==> config.mk <==
export PLATFORM = sky130hd
export DESIGN_NAME = uart_rx_x8
export DESIGN_NICKNAME = d
export VERILOG_FILES = /design/src/rtl/uart_rx_x8.sv
export SDC_FILE = /design/constraint.sdc
export NUM_CORES = 1
export LEC_CHECK = 0
export CORE_ASPECT_RATIO = 0.7
export CORE_UTILIZATION = 55
export DETAILED_ROUTE_END_ITERATION = 6
export PLACE_DENSITY = 0.78
export SLEW_MARGIN = 20
export SYNTH_ARGS = -nofsm -noshare
export SYNTH_HDL_FRONTEND = slang
export SYNTH_SLANG_ARGS = --single-unit
export TNS_END_PERCENT = 20
==> constraint.sdc <==
create_clock -name clk -period 2.4 [get_ports clk]
set_input_delay 0.6 -clock clk [delete_from_list [all_inputs] [get_ports clk]]
set_output_delay 0.6 -clock clk [all_outputs]
set_load 0.005 [all_outputs]
Fig. 1: run 1, pin map
Scale: 6 px per um. Pins as bars across the die edge, other pins in gray.
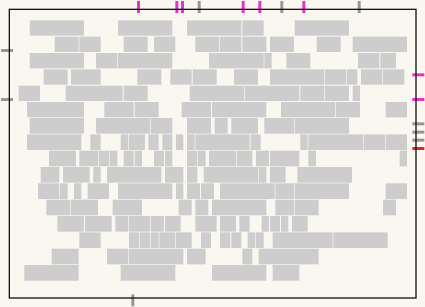
[magenta] rx_data | pins: 8 | direction: output | edge: 6 north, 2 east
[red] overrun | pins: 1 | direction: output | edge: east
all pins by edge: 9 north, 6 east, 2 west, 1 south
die boundary width: 67.5 um
die height: 47.9 um
number of input and output port buffers inserted: 16

Fig. 2: run 1, cells colored by class
Scale: 8 px per um.
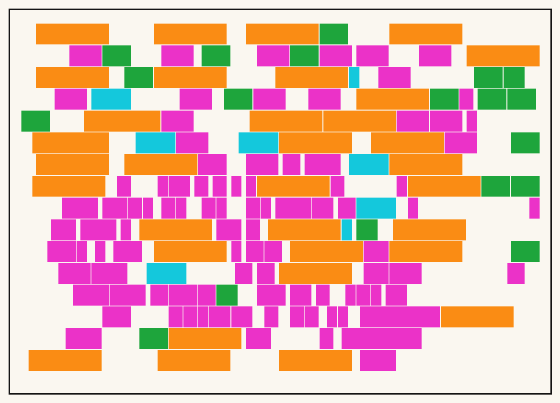
[cyan] clock drivers and dummy loads | cells: 8
[magenta] all other logic | cells: 95
[green] other buffers and delay cells | cells: 19
[orange] flip-flops | cells: 33
CORE AREA: 2820 sq um
number of cell rows: 16
core occupancy in the finished layout: 0.676

Fig. 3: run 1, wiring heat map
Scale: 4 px per um. 14 x 10 tiles, from dark purple (low) to yellow (high), scaled to the fullest tile. Values are wire area over tile area, all layers added.
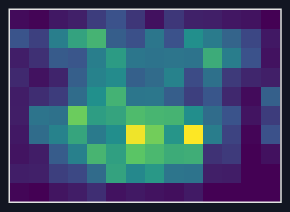
densest ninth of the die: center
nearly empty tiles: 8.6%
tiles over half the peak: 17%
emptiest ninth of the die: south-east
DR vias: 1096
detailed-route wire length: 2.95 mm
GRT Util Overall: 0.202

==> flow_summary_export.csv, run 1 <==
group,metric,value,unit
cts,clkTransAtPathRegs,60,ps
drt,route.met2.wl,1.41,mm
cts,cts-htree-levels,2,
place,pre_cts_slack,136,ps
floorplanning,floorplan_die_area,3230,sq um
power_and_ir_drop,sw_frac_of_total,0.321,
cts,clock-sinks,33,
critical_path,r2r_setup_slack,420,ps
final_timing,min_period_over_period,0.827,
synth,synth.lib_cells_used.distinct,42,
cts,quantity_of_hold_fixing_buffers_added_after_cts,0,
power_and_ir_drop,power.switching,519,uW
global_route,grt_pass1_vias,972,
power_and_ir_drop,top_power_group,"registers",
cells_and_area,lay_top_cells,"sky130_fd_sc_hd__dfrtp_1 (31), sky130_fd_sc_hd__mux2_2 (18), sky130_fd_sc_hd__clkdlybuf4s50_1 (16), sky130_fd_sc_hd__nand2_1 (8), sky130_fd_sc_hd__o21ai_0 (8)",
power_and_ir_drop,power_report.internal_total,1100,uW
critical_path,critical_path.startpoint_type,"flip-flop",
power_and_ir_drop,pwr-share-comb,0.271,
job,openroad.warnings,30,
global_route,grt_overflow_total,0,
final_timing,setup_tns,0,ps
cells_and_area,final.fill_count,206,
synth,syn_nets,148,
cells_and_area,area_growth_syn_to_layout,15.3,%
worst_hold_path,worst_hold_path_type,"reg -> reg",
critical_path,critical_path_arrival,2130,ps
synth,ys_async_sr_fraction,1.00,
power_and_ir_drop,powerComb,439,uW
synth,top_area_cell,"sky130_fd_sc_hd__dfrtp_1",
synth,synthesis.area,1650,sq um
synth,synth.most_common_cell,"sky130_fd_sc_hd__dfrtp_1",
final_timing,final.setup.worst_slack,416,ps
run_status,status,"finished, final reports clean",
synth,adder_share,0.0530,
drt,top_sig_layer,"met3",
synth,top_cells_by_count,"sky130_fd_sc_hd__dfrtp_1 (31), sky130_fd_sc_hd__mux2_2 (18), sky130_fd_sc_hd__nand2_1 (8), sky130_fd_sc_hd__o21ai_0 (8), sky130_fd_sc_hd__ha_1 (7)",
global_route,antenna_found_initial,0,
synth,syn_area_per_cell,12.2,sq um
==> run 1: worst max-delay path, cell delays in order, from the launching register on <==
cell and delay, ps:
sky130_fd_sc_hd__dfrtp_1 580, sky130_fd_sc_hd__nor3b_1 460, sky130_fd_sc_hd__and3_1 440, sky130_fd_sc_hd__mux2_2 380
==> run 1: stage by stage <==
stage	instance area (sq um)	hold WS [ps]
5_1_grt	1910	358
4_1_cts	1910	357
3_5_place_dp	1820	348
3_3_place_gp	1820	348
6_report	1910	355
2_1_floorplan	1650	304
==> run 1: final cells by class <==
type,count,area (sq um),area share
Tap cell,36,45.0,0.0236
Inverter,6,22.5,0.0118
Sequential cell,33,828,0.434
Timing Repair Buffer,19,183,0.0958
Clock buffer,8,90.1,0.0472
Multi-Input combinational cell,89,738,0.387
Fig. 4: run 1, clock nets
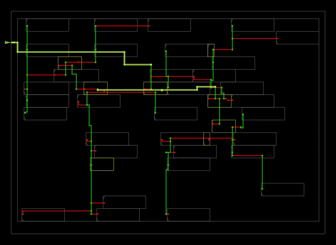

==> run 2: changes to the inputs <==
- CORE_UTILIZATION: 55 -> 50
- PLACE_DENSITY: 0.78 -> 0.75
- clock period: 2.4 -> 1.75 ns (I/O delays scaled with it)
Fig. 5: run 2, clock nets
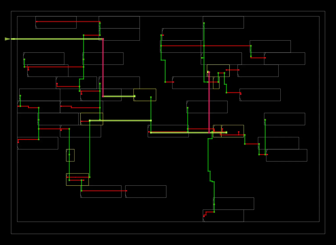
Inserted Clock Buffers: 5
Layout Skew: 5.78 ps
FFs & Latches: 33

Fig. 6: run 2, cells colored by class
Scale: 8 px per um.
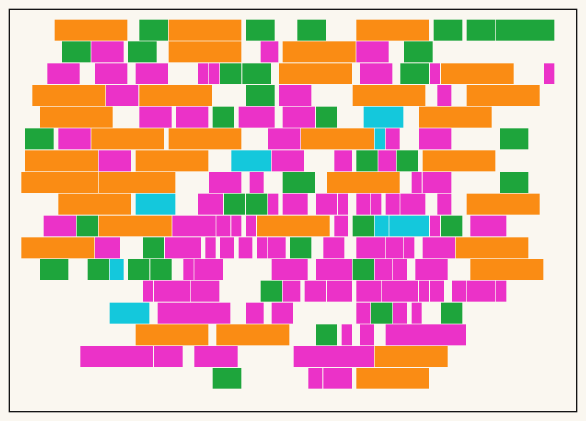
[green] other buffers and delay cells | cells: 38
[orange] flip-flops | cells: 33
[magenta] all other logic | cells: 95
[cyan] clock drivers and dummy loads | cells: 8
area of all placed cells without fillers: 2110 sq um
number of cell rows: 17
CORE AREA: 3150 sq um
core occupancy in the finished layout: 0.671

==> flow_summary_export.csv, run 2 <==
group,metric,value,unit
floorplanning,n_tap_cell,38,
cells_and_area,area_growth_syn_to_layout,27.6,%
global_route,grt_util_all_layers,0.205,
final_timing,min_period_over_period,0.979,
cells_and_area,combGateArea,788,sq um
cells_and_area,register_area,828,sq um
critical_path,crit_path_cell_trace,"ha_4, ha_2, o31a_1, nand2_1, mux2_2",
job,openroad.warnings,31,
synth,synth.most_common_cell,"sky130_fd_sc_hd__dfrtp_1",
cells_and_area,seq_total_area,0.392,
critical_path,critPathBufInv,0,
drt,detailroute.via_count,1170,
final_timing,finalHoldViolations,0,
drt,met1Wirelength,1.57,mm
cells_and_area,largest_class,"sequential cells",
global_route,grt_overflow_total,0,
global_route,antenna_found_initial,0,
synth,syn_area_per_cell,12.2,sq um
global_route,grt_pass1_vias,1095,
cells_and_area,ant_diodes,0,
critical_path,critical_path_arrival,1880,ps
cells_and_area,final.fill_count,240,
critical_path,crit_path_top_delay_cell,"sky130_fd_sc_hd__dfrtp_1",
synth,synth.lib_cells_used.distinct,42,
cts,cts-htree-levels,2,
critical_path,cp_num_cells,5,
synth,synthesis.area,1650,sq um
synth,edf_count,0,
drt,routed_wirelength,3.27,mm
synth,top_cells_by_count,"sky130_fd_sc_hd__dfrtp_1 (31), sky130_fd_sc_hd__mux2_2 (18), sky130_fd_sc_hd__nand2_1 (8), sky130_fd_sc_hd__o21ai_0 (8), sky130_fd_sc_hd__ha_1 (7)",
cells_and_area,non_clock_buffer_count,38,
critical_path,r2r_setup_slack,40,ps
global_route,met3_track_demand_over_resource,0.0695,
critical_path,timing.critical_path.slowest_cell_delay,410,ps
cells_and_area,share_of_cell_area_taken_by_multi_input_logic_gates,0.373,
cells_and_area,final.signal_inverter_count,6,
run_status,status,"finished, final reports clean",
cells_and_area,number_of_multi_input_logic_gates,89,
cells_and_area,lay_top_cells,"sky130_fd_sc_hd__dfrtp_1 (31), sky130_fd_sc_hd__buf_4 (20), sky130_fd_sc_hd__mux2_2 (18), sky130_fd_sc_hd__clkdlybuf4s50_1 (16), sky130_fd_sc_hd__nand2_1 (8)",
synth,syn_nets,148,
drt,route.met2.wl,1.49,mm
synth,ys_async_sr_fraction,1.00,
drt,top_sig_layer,"met4",
synth,top_area_cell,"sky130_fd_sc_hd__dfrtp_1",
critical_path,critical_path.startpoint_type,"flip-flop",
drt,wl_per_cell,15.4,um
worst_hold_path,worst_hold_path_type,"reg -> reg",
critical_path,timing.critical_path.required,1920,ps
floorplanning,floorplan_die_area,3550,sq um
cells_and_area,final-clk-cell-share,0.0391,
synth,adder_share,0.0530,
cells_and_area,non_clock_buffer_share,0.162,
Fig. 7: run 2, pin map
Scale: 6 px per um. Pins as bars across the die edge, other pins in gray.
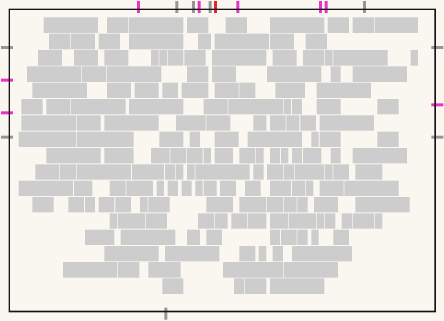
[red] overrun | pins: 1 | direction: output | edge: north
[magenta] rx_data | pins: 8 | direction: output | edge: 5 north, 2 west, 1 east
die height: 50.1 um
die boundary width: 70.7 um

## run 2: cell counts after synthesis
No cell type changed its count.
## run 2: where the power goes
group	total (uW)	leakage, uW	switching, uW	internal (uW)
registers	1030	0.000433	132	901
logic	877	0.000492	432	446
clock network	542	0.0000450	267	275
## run 2: through the flow
stage	total power, uW	instances	setup WS, ps	hold slack (ps)	TNS, ps
floorplan	1520	136	22.9	142	0
global placement	1750	200	-212	346	-3500
detailed placement	1790	200	-238	347	-4000
CTS	2390	210	10.8	353	0
global route	2590	212	-41.1	360	-158
finish	2450	212	36.2	350	0
## run 2: timing repair
action	CTS	global route
gates resized	6	9
setup buffers	2	2
pin swaps	4	2
endpoints found under the setup margin	5	13
Power and IR drop assume default switching activity.
